File: src/rtl/wb_trace_fifo_if.sv
// Bundles the W-stage capture inputs and the serialized output stream of wb_trace_fifo.
// The slave modport is the trace block; the master modport is the pipeline plus the consumer.
interface wb_trace_fifo_if;
    logic        wb_en;
    logic [31:0] wb_pc;
    logic [4:0]  wb_addr;
    logic [31:0] wb_data;
    logic        out_valid;
    logic        out_ready;
    logic [31:0] out_data;
    logic        out_last;

    modport slave (
        input  wb_en, wb_pc, wb_addr, wb_data, out_ready,
        output out_valid, out_data, out_last
    );

    modport master (
        output wb_en, wb_pc, wb_addr, wb_data, out_ready,
        input  out_valid, out_data, out_last
    );
endinterface

File: src/rtl/wb_trace_fifo.sv
// Writeback trace capture: buffers retired GRF writes as {pc, addr, data} records and
// streams each record as three 32-bit words. The pipeline is never stalled by this block.
module wb_trace_fifo #(
    parameter int DEPTH  = 16,
    parameter int DROP_W = 16
) (
    input  logic                     clk,
    input  logic                     reset,
    wb_trace_fifo_if.slave           bus,
    output logic [$clog2(DEPTH):0]   fifo_count,
    output logic [DROP_W-1:0]        drop_cnt,
    output logic                     overflow
);

    localparam int AW = $clog2(DEPTH);
    localparam int CW = AW + 1;

    typedef enum logic [1:0] {IDLE, W0, W1, W2} state_t;

    typedef struct packed {
        logic [31:0] pc;
        logic [4:0]  addr;
        logic [31:0] data;
    } rec_t;

    rec_t              mem_q [DEPTH];

    state_t            state_q, state_d;
    logic [AW-1:0]     wr_ptr_q, wr_ptr_d;
    logic [AW-1:0]     rd_ptr_q, rd_ptr_d;
    logic [CW-1:0]     count_q, count_d;
    logic [DROP_W-1:0] drop_q, drop_d;
    logic              ovf_q, ovf_d;
    logic [31:0]       out_data_q, out_data_d;
    logic              out_last_q, out_last_d;
    logic [4:0]        hold_addr_q, hold_addr_d;
    logic [31:0]       hold_data_q, hold_data_d;

    logic evt, full, empty, push, drop, pop;
    rec_t wr_rec, rd_rec;

    // Fullness is judged on the count at the start of the cycle, so a same-cycle pop never rescues an event.
    always_comb begin
        evt    = bus.wb_en && (bus.wb_addr != 5'd0);
        full   = (count_q == CW'(DEPTH));
        empty  = (count_q == '0);
        push   = evt && !full;
        drop   = evt && full;
        wr_rec = '{pc: bus.wb_pc, addr: bus.wb_addr, data: bus.wb_data};
        rd_rec = mem_q[rd_ptr_q];
    end

    // NOTE: every variable gets its default before the case so no path leaves one unassigned (no latches).
    always_comb begin
        state_d     = state_q;
        out_data_d  = out_data_q;
        out_last_d  = out_last_q;
        hold_addr_d = hold_addr_q;
        hold_data_d = hold_data_q;
        pop         = 1'b0;

        case (state_q)
            IDLE: begin
                if (!empty) begin
                    pop         = 1'b1;
                    state_d     = W0;
                    out_data_d  = rd_rec.pc;
                    out_last_d  = 1'b0;
                    hold_addr_d = rd_rec.addr;
                    hold_data_d = rd_rec.data;
                end
            end
            W0: begin
                if (bus.out_ready) begin
                    state_d    = W1;
                    out_data_d = {27'b0, hold_addr_q};
                end
            end
            W1: begin
                if (bus.out_ready) begin
                    state_d    = W2;
                    out_data_d = hold_data_q;
                    out_last_d = 1'b1;
                end
            end
            W2: begin
                if (bus.out_ready) begin
                    out_last_d = 1'b0;
                    if (!empty) begin
                        // Chain straight into the next record so a busy FIFO drains without bubbles.
                        pop         = 1'b1;
                        state_d     = W0;
                        out_data_d  = rd_rec.pc;
                        hold_addr_d = rd_rec.addr;
                        hold_data_d = rd_rec.data;
                    end else begin
                        state_d = IDLE;
                    end
                end
            end
            default: state_d = IDLE;
        endcase
    end

    always_comb begin
        wr_ptr_d = wr_ptr_q;
        rd_ptr_d = rd_ptr_q;
        count_d  = count_q;
        drop_d   = drop_q;
        ovf_d    = ovf_q;

        if (push) wr_ptr_d = wr_ptr_q + AW'(1);
        if (pop)  rd_ptr_d = rd_ptr_q + AW'(1);

        case ({push, pop})
            2'b10:   count_d = count_q + CW'(1);
            2'b01:   count_d = count_q - CW'(1);
            default: count_d = count_q;
        endcase

        if (drop) begin
            ovf_d = 1'b1;
            if (drop_q != '1) drop_d = drop_q + DROP_W'(1);
        end
    end

    // NOTE: sequential state uses non-blocking assignments so all flops update together at the edge.
    always_ff @(posedge clk) begin
        if (!reset) begin
            state_q     <= IDLE;
            wr_ptr_q    <= '0;
            rd_ptr_q    <= '0;
            count_q     <= '0;
            drop_q      <= '0;
            ovf_q       <= 1'b0;
            out_data_q  <= '0;
            out_last_q  <= 1'b0;
            hold_addr_q <= '0;
            hold_data_q <= '0;
        end else begin
            state_q     <= state_d;
            wr_ptr_q    <= wr_ptr_d;
            rd_ptr_q    <= rd_ptr_d;
            count_q     <= count_d;
            drop_q      <= drop_d;
            ovf_q       <= ovf_d;
            out_data_q  <= out_data_d;
            out_last_q  <= out_last_d;
            hold_addr_q <= hold_addr_d;
            hold_data_q <= hold_data_d;
        end
    end

    // NOTE: the record storage has no reset; the pointers and count define which entries are live.
    always_ff @(posedge clk) begin
        if (reset && push) mem_q[wr_ptr_q] <= wr_rec;
    end

    assign bus.out_valid = (state_q != IDLE);
    assign bus.out_data  = out_data_q;
    assign bus.out_last  = out_last_q;
    assign fifo_count    = count_q;
    assign drop_cnt      = drop_q;
    assign overflow      = ovf_q;

endmodule

File: src/flat_wrapper.sv
// flat-port wrapper written by rule: the top's interface ports become plain ports
module wb_trace_fifo_flat 
#(
    parameter int DEPTH  = 16,
    parameter int DROP_W = 16
)
  (clk, reset, fifo_count, drop_cnt, overflow, bus_wb_en, bus_wb_pc, bus_wb_addr, bus_wb_data, bus_out_ready, bus_out_valid, bus_out_data, bus_out_last);
  wb_trace_fifo_if bus_i ();
  input  logic clk;
  input  logic reset;
  output logic [$clog2(DEPTH):0] fifo_count;
  output logic [DROP_W-1:0] drop_cnt;
  output logic overflow;
  input wire logic [$bits(bus_i.wb_en)-1:0] bus_wb_en;
  input wire logic [$bits(bus_i.wb_pc)-1:0] bus_wb_pc;
  input wire logic [$bits(bus_i.wb_addr)-1:0] bus_wb_addr;
  input wire logic [$bits(bus_i.wb_data)-1:0] bus_wb_data;
  input wire logic [$bits(bus_i.out_ready)-1:0] bus_out_ready;
  output wire logic [$bits(bus_i.out_valid)-1:0] bus_out_valid;
  output wire logic [$bits(bus_i.out_data)-1:0] bus_out_data;
  output wire logic [$bits(bus_i.out_last)-1:0] bus_out_last;
  assign bus_i.wb_en = bus_wb_en;
  assign bus_i.wb_pc = bus_wb_pc;
  assign bus_i.wb_addr = bus_wb_addr;
  assign bus_i.wb_data = bus_wb_data;
  assign bus_i.out_ready = bus_out_ready;
  assign bus_out_valid = bus_i.out_valid;
  assign bus_out_data = bus_i.out_data;
  assign bus_out_last = bus_i.out_last;
  wb_trace_fifo #(.DEPTH(DEPTH), .DROP_W(DROP_W)) u_core (.clk(clk), .reset(reset), .bus(bus_i), .fifo_count(fifo_count), .drop_cnt(drop_cnt), .overflow(overflow));
endmodule
File: config.mk
export PLATFORM = sky130hd
export DESIGN_NAME = wb_trace_fifo_flat
export DESIGN_NICKNAME = d
export VERILOG_FILES = /design/src/rtl/wb_trace_fifo_if.sv /design/src/rtl/wb_trace_fifo.sv /design/src/flat_wrapper.sv
export SDC_FILE = /design/constraint.sdc
export NUM_CORES = 1
export LEC_CHECK = 0
export CAP_MARGIN = 20
export CORE_ASPECT_RATIO = 0.75
export CORE_MARGIN = 10
export CORE_UTILIZATION = 45
export CTS_BUF_LIST = sky130_fd_sc_hd__clkbuf_2 sky130_fd_sc_hd__clkbuf_4 sky130_fd_sc_hd__clkbuf_8
export DETAILED_ROUTE_END_ITERATION = 16
export GPL_ROUTABILITY_DRIVEN = 1
export SKIP_CTS_REPAIR_TIMING = 1
export SYNTH_ARGS = -nofsm -noshare
export SYNTH_HDL_FRONTEND = slang
export SYNTH_SLANG_ARGS = --single-unit
export TNS_END_PERCENT = 100
File: constraint.sdc
create_clock -name clk -period 6.55 [get_ports clk]
set_input_delay 1.6375 -clock clk [delete_from_list [all_inputs] [get_ports clk]]
set_output_delay 1.6375 -clock clk [all_outputs]
set_load 0.03 [all_outputs]
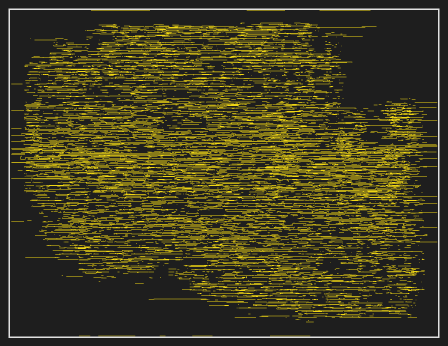
*Met1 routing*
2,355 nets have wire on it. The layer holds 44% of the routed length. The longest straight run is 116 um.

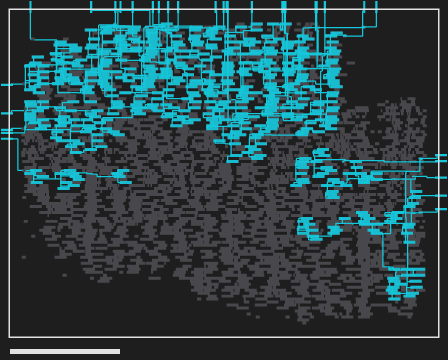
*Wires at chosen ports, followed through buffers*
Scale bar: 100 um.
Key: bus_wb_pc = cyan [bits 32, direction input, end cells 512, buffers 32, wire 7,120 um]

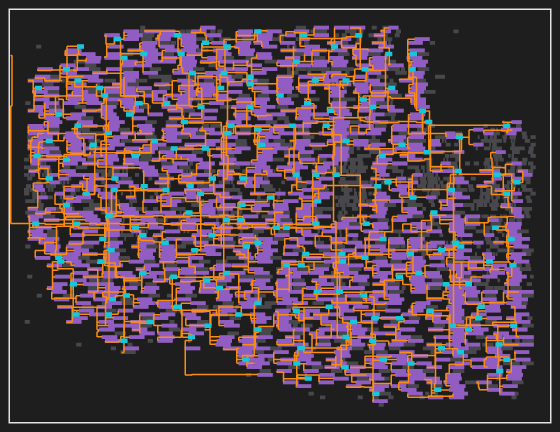
*Clock distribution*
Key: clock wires = orange [length 14,700 um]; clock drivers = cyan [count 181]; flip-flops = purple [count 1,210]
Position of the flops: spread over the die.

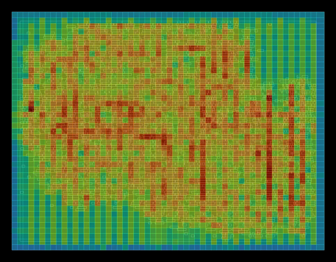
*Routing congestion*
end-of-flow core utilization: 52.0%
GRT Overall Usage: 18.3%
global route hottest layer: met2
M1 GR Usage: 26.6%
global-route track usage on met3: 3.79%

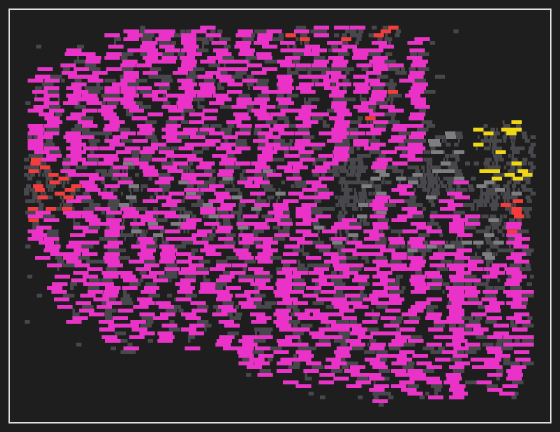
*Sequential cells colored by netlist name*
Other sequential cells in the stronger gray, the rest of the logic in the fainter gray.
Key: u_core.bus.out_data = red [flops 32]; u_core.drop_cnt = yellow [flops 16]; u_core.mem_q = magenta [flops 1,104, where spread over the die]
Another 58 sequential cells are not colored.

==> README.md <==
| Quantity | Reported |
|:---|:---|
| Transition time at the pin with the least slew margin | 1050 ps |
| Outcome | completed |
| Smallest setup slack after layout | 1940 ps |
| Chip Width | 389 um |
| Vias after detailed routing | 22,200 |
| Gp weighted congestion | 0.784 |
| Total power density per cell area | 357 nW/um^2 |
| Starting DRC count in detailed routing | 2,078 |
| Leakage | 0.0161 uW |
| Buffers on Ports | 128 |
| Cell type of the slowest stage on the worst timing path | or4_1 |
| Cell count of the worst reg-to-reg path | 6 |
| Sequential-to-total area share from yosys stat | 76.6% |
| Final-report setup violation count | 0 |
| Crit path time final | 4610 ps |
| Source-to-sink clock delay at the later pin of the worst-skew pair | 870 ps |
| Max-slew headroom | 29.9% |
| # Cells Yosys | 2,112 |
| Category of the worst setup path launch point | input port |
| Portion of the clock cycle consumed by the worst path in the final layout | 70.4% |
| Final Max Tran Viols | 0 |
| Int Power | 13,500 uW |
| Number of enable-type register cells in the synthesized netlist | 1,104 |
| Synth Cell Area | 46,000 sq um |
| Leading cell type in the layout, fill and taps excluded | edfxtp_1 |
| Area fraction in mux cells | 16.9% |
==> final cells by class <==
cell class | instances | share of cell area (%)
diodes | 4 | 0.0190
inverters | 11 | 0.0784
well taps | 1339 | 3.18
clock inverters | 67 | 0.755
multi-input cells | 773 | 19.5
repair buffers | 180 | 3.42
clock buffers | 262 | 6.04
flip-flops and latches | 1210 | 67.0
==> per-layer routing <==
metal	vias to the layer above	wire length, um	track usage, %
li1	9333	-	-
met1	11900	46900	26.6
met2	811	50100	28.0
met3	138	7580	3.79
met4	4	1800	5.34
met5	-	27	0
==> flip-flops by register name, summed over array words and instances (netlist names), named ones only <==
register             cells
u_core.mem_q          1104
u_core.bus.out_data     32
u_core.hold_data_q      32
u_core.drop_cnt         16
u_core.fifo_count        5
u_core.hold_addr_q       5
u_core.rd_ptr_q          4
u_core.wr_ptr_q          4
u_core.state_q           2
u_core.bus.out_last      1
u_core.overflow          1
==> through the flow <==
stage	instance area [sq um]	hold slack (ps)	utilization (%)	std cells	power [uW]
3_5_place_dp	49100	447	48.4	3513	12900
5_1_grt	52700	475	52.0	3844	19600
2_1_floorplan	46000	436	-	2112	11600
6_report	52700	450	52.0	3846	18800
4_1_cts	52700	456	52.0	3842	19000
3_3_place_gp	49100	443	48.4	3513	12900
==> synth_stat cells (7+ instances only) <==
library cell / instances / area [sq um]
dfxtp_1: 106 / 2120
xor2_1: 15 / 131
ha_1: 13 / 163
buf_1: 10 / 37.5
o21ai_0: 29 / 145
nand3_1: 10 / 50.1
mux4_2: 341 / 7680
xnor2_1: 7 / 61.3
mux2i_1: 11 / 110
clkbuf_1: 59 / 221
nor2_1: 58 / 218
inv_1: 10 / 37.5
a21oi_1: 79 / 395
edfxtp_1: 1104 / 33200
nand2_1: 105 / 394
a22oi_1: 34 / 255
o211ai_1: 7 / 52.6
buf_2: 37 / 185
buf_6: 11 / 124
==> worst min-delay path by stage <==
stage,from,endpoint
detailed placement,u_core.bus.out_data[3]$_SDFFE_PN0P_,u_core.bus.out_data[3]$_SDFFE_PN0P_
CTS,u_core.bus.out_data[3]$_SDFFE_PN0P_,u_core.bus.out_data[3]$_SDFFE_PN0P_
global route,u_core.bus.out_data[4]$_SDFFE_PN0P_,u_core.bus.out_data[4]$_SDFFE_PN0P_
floorplan,u_core.hold_addr_q[4]$_SDFFE_PN0P_,u_core.hold_addr_q[4]$_SDFFE_PN0P_
finish,u_core.bus.out_data[4]$_SDFFE_PN0P_,u_core.bus.out_data[4]$_SDFFE_PN0P_
global placement,u_core.bus.out_data[4]$_SDFFE_PN0P_,u_core.bus.out_data[4]$_SDFFE_PN0P_
==> kinds of logic (layout without fill, tap and decap cells) <==
family                   Yosys count  count (layout)
XOR/XNOR                          22              22
other                              0               4
flip-flops                      1210            1210
AND-OR/OR-AND                    177             177
multiplexers                     352             352
buffers and inverters            129             520
adder cells (fa/ha/maj)           13              13
AND/OR/NAND/NOR                  209             209
==> power groups by stage <==
stage	sequential (uW)	combinational (uW)	clock (uW)
floorplan	9170	2440	0
global placement	9150	3740	0
detailed placement	9160	3770	0
CTS	9010	3790	6230
global route	9030	4040	6560
finish	9010	3750	6070
Power figures rest on the tool's default switching activity, not on a simulated workload.
